Design ps2_key_decoder_flat, sky130hd; sources not shown.
run_1/pins.png
(4 px per um) Pins as bars across the die edge, other pins in gray.
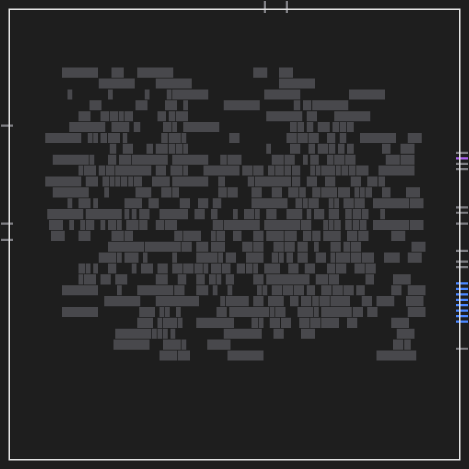
port	color	pins	direction	edge
bus_down1	purple	1	output	right
bus_ps2_data	blue	8	input	right
Die Wd: 112 um
PortBufs: 23
die y size: 112 um

run_1/met2.png
(4 px per um) Cells faint in the background.
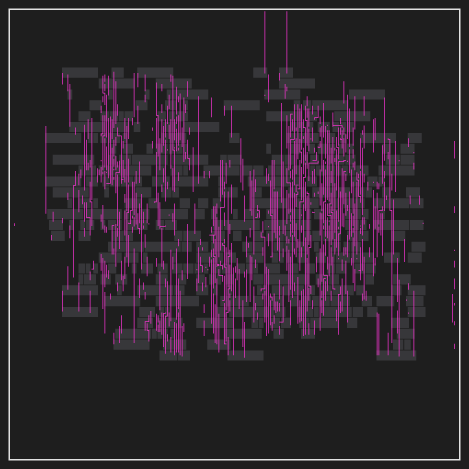
main direction	vertical
longest straight run	33.0 um
wire length on this layer	3,580 um
routing usage on met2: 19.5%
wirelength, routed: 7660 um
total number of vias: 2,677

run_1/met3.png
(4 px per um) Cells faint in the background.
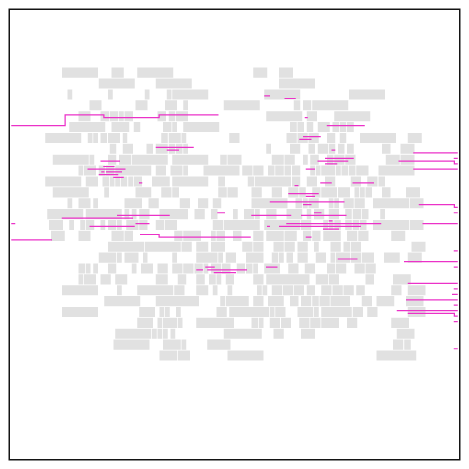
wire length on this layer	483 um
main direction	horizontal
nets with wire on the layer	58
share of all routed wire	6.3%
global-route track usage on met3: 2.79%

run_1/wire_density.png
(3 px per um) 22 x 22 tiles, from dark blue (low) to red (high), scaled to the fullest tile. Values are wire area over tile area, all layers added.
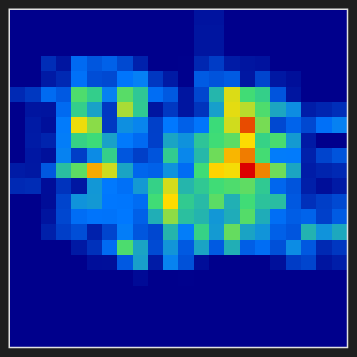
emptiest ninth of the die	lower left
densest ninth of the die	center
fullest tile	0.64
mean over tiles	0.098
tiles over half the peak	8.7%
post-DR wirelength/cell: 15.2 um
GRT Total Usage: 12.6%

==> impl_metrics.tcl, run 1 <==
# collected from the flow reports
set metrics [dict create \
    fin_area_um2 3740 \
    via_per_inst 5.32 \
    outcome "finished, final reports clean" \
    drc 0 \
    p_leak_nw 1.58 \
    clock_net_power_w 0.00103 \
    grt-busiest-layer "met2" \
    num_antenna_cells 0 \
    rsz0062_at_grt "yes" \
    synth_cell_types 58 \
    cp.arrival_ns 2.03 \
    cap_violations 0 \
    htreeDepth 2 \
    synthSimpleGateAreaFrac_pct 33.3 \
    ys_sh_adder_pct 1.45 \
    logic_gates 247 \
    end_kind "flip-flop" \
    fin_util_pct 41.1 \
    area_growth_pct 44.4 \
    ant_nets 0 \
    crit_buf_inv 1 \
    pg_seq_w 0.000803 \
    synth_flop_count 39 \
    drive_above_1_share_pct 26.5 \
    power_frac_clock_pct 48.9 \
    largest_class "logic gates" \
    met2_wirelength_um 3580 \
    n_all_buffers 91 \
    grt_pass1_wl_um 13100 \
    relSlewSlack_pct 65.2 \
    top_area_share_pct 37.6 \
    io_pins 24 \
    synth.avg_cell_area_um2 8.47 \
    wl_met3_um 482 \
    syn-num-nets 321 \
]
==> run 1: metrics by stage <==
stage | hold slack (ns) | cells
2_1_floorplan | 0.00441 | 306
3_3_place_gp | 0.398 | 487
3_5_place_dp | 0.404 | 487
4_1_cts | 0.104 | 495
5_1_grt | 0.143 | 503
6_report | 0.0627 | 503
==> run 1: cells by family after synthesis <==
family | count (synthesis)
buffers and inverters | 20
AND-OR/OR-AND | 65
adder cells (fa/ha/maj) | 3
AND/OR/NAND/NOR | 157
multiplexers | 3
flip-flops | 39
XOR/XNOR | 19
==> run 1: worst reg2reg max path: stages, from the launching register on <==
cell,delay (ns)
dfrtp_1,0.36
ha_1,0.19
nand3_2,0.11
nor4_2,0.27
buf_4,0.17
a31oi_1,0.10
o21bai_1,0.22
mux2_1,0.33
==> run 1 -> run 2 <==
- CAP_MARGIN: default -> 30
- CORE_UTILIZATION: 28 -> 40
run_2/met2.png
(4 px per um) Cells faint in the background.
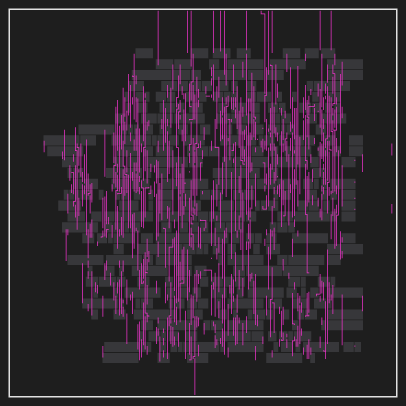
nets with wire on the layer	353
wire length on this layer	3,510 um
share of all routed wire	47%
total number of vias: 2,595
routing usage on met2: 26.6%
wirelength, routed: 7460 um

run_2/pins.png
(4 px per um) Pins as bars across the die edge, other pins in gray.
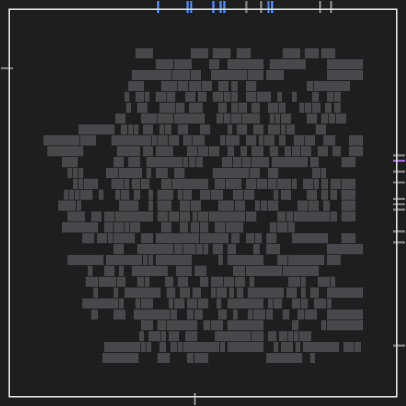
port	color	pins	direction	edge
bus_ps2_data	blue	8	input	top
bus_down1	purple	1	output	right
all pins by edge	12 top, 10 right, 1 left, 1 bottom
die y size: 96.5 um
Die Wd: 96.5 um

==> run 2 against run 1 <==
Compared with the run above:
- clock skew fell by 0.0025 ns
- sequential share of layout area grew 0.37 points
- non-clock buffer count unchanged
- register-to-register slack worse by 0.06 ns
- via count shrank 3.1%
- final cell count fell by 6.8%
- critical path depth did not move
- utilization rose by 17 points
- synthesized cell count unchanged
- final area decreased by 1.5%
- die area is 26% lower
- clock power down about 10%
- critical endpoint is now u_core.state_q[0]$_DFFE_PN0P_
==> impl_metrics.tcl, run 2 <==
# collected from the flow reports
set metrics [dict create \
    relSlewSlack_pct 66.4 \
    logic_gates 247 \
    grt-busiest-layer "met2" \
    ys_sh_adder_pct 1.45 \
    drc 0 \
    area_growth_pct 42.2 \
    period_minus_slack_ns 1.93 \
    via_per_inst 5.53 \
    drive_above_1_share_pct 26.3 \
    ant_nets 0 \
    grt_pass1_wl_um 12500 \
    outcome "finished, final reports clean" \
    top_area_cell "dfrtp_1" \
    drt_iter0_drc 126 \
    crit_buf_inv 1 \
    fin_util_pct 58.4 \
    synth.avg_cell_area_um2 8.47 \
    n_all_buffers 91 \
    cp.arrival_ns 2.14 \
    htreeDepth 2 \
    num_antenna_cells 0 \
    top_area_share_pct 37.6 \
    largest_class "logic gates" \
    met3_usage_pct 3.25 \
    cap_violations 0 \
    portBuffers 23 \
    synthSimpleGateAreaFrac_pct 33.3 \
    io_pins 24 \
    mux_share_pct 1.30 \
    cts_buffers 5 \
    synth_flop_count 39 \
    end_kind "flip-flop" \
    routedWlPerCell_um 15.9 \
    wl_met3_um 240 \
    gr-usage-all-layers_pct 17.0 \
    syn-num-nets 321 \
]
==> run 2: cell counts after synthesis <==
Identical to the previous run, type by type.
==> run 2: where the power goes <==
part           internal [W]  total [W]  switching [W]
sequential         0.000796   0.000802     0.00000663
clock              0.000593   0.000932       0.000339
combinational      0.000134   0.000277       0.000143
total               0.00152    0.00201       0.000489
==> run 2: stage by stage <==
| stage | instance area, um2 | hold slack [ns] | cells |
|---|---|---|---|
| after floorplan | 2590 | 0.00441 | 306 |
| after global placement | 3370 | 0.391 | 460 |
| after detailed placement | 3370 | 0.389 | 460 |
| after CTS | 3540 | 0.0902 | 468 |
| after global routing | 3690 | 0.118 | 469 |
| final | 3690 | 0.0695 | 469 |
Power and IR drop assume default switching activity.
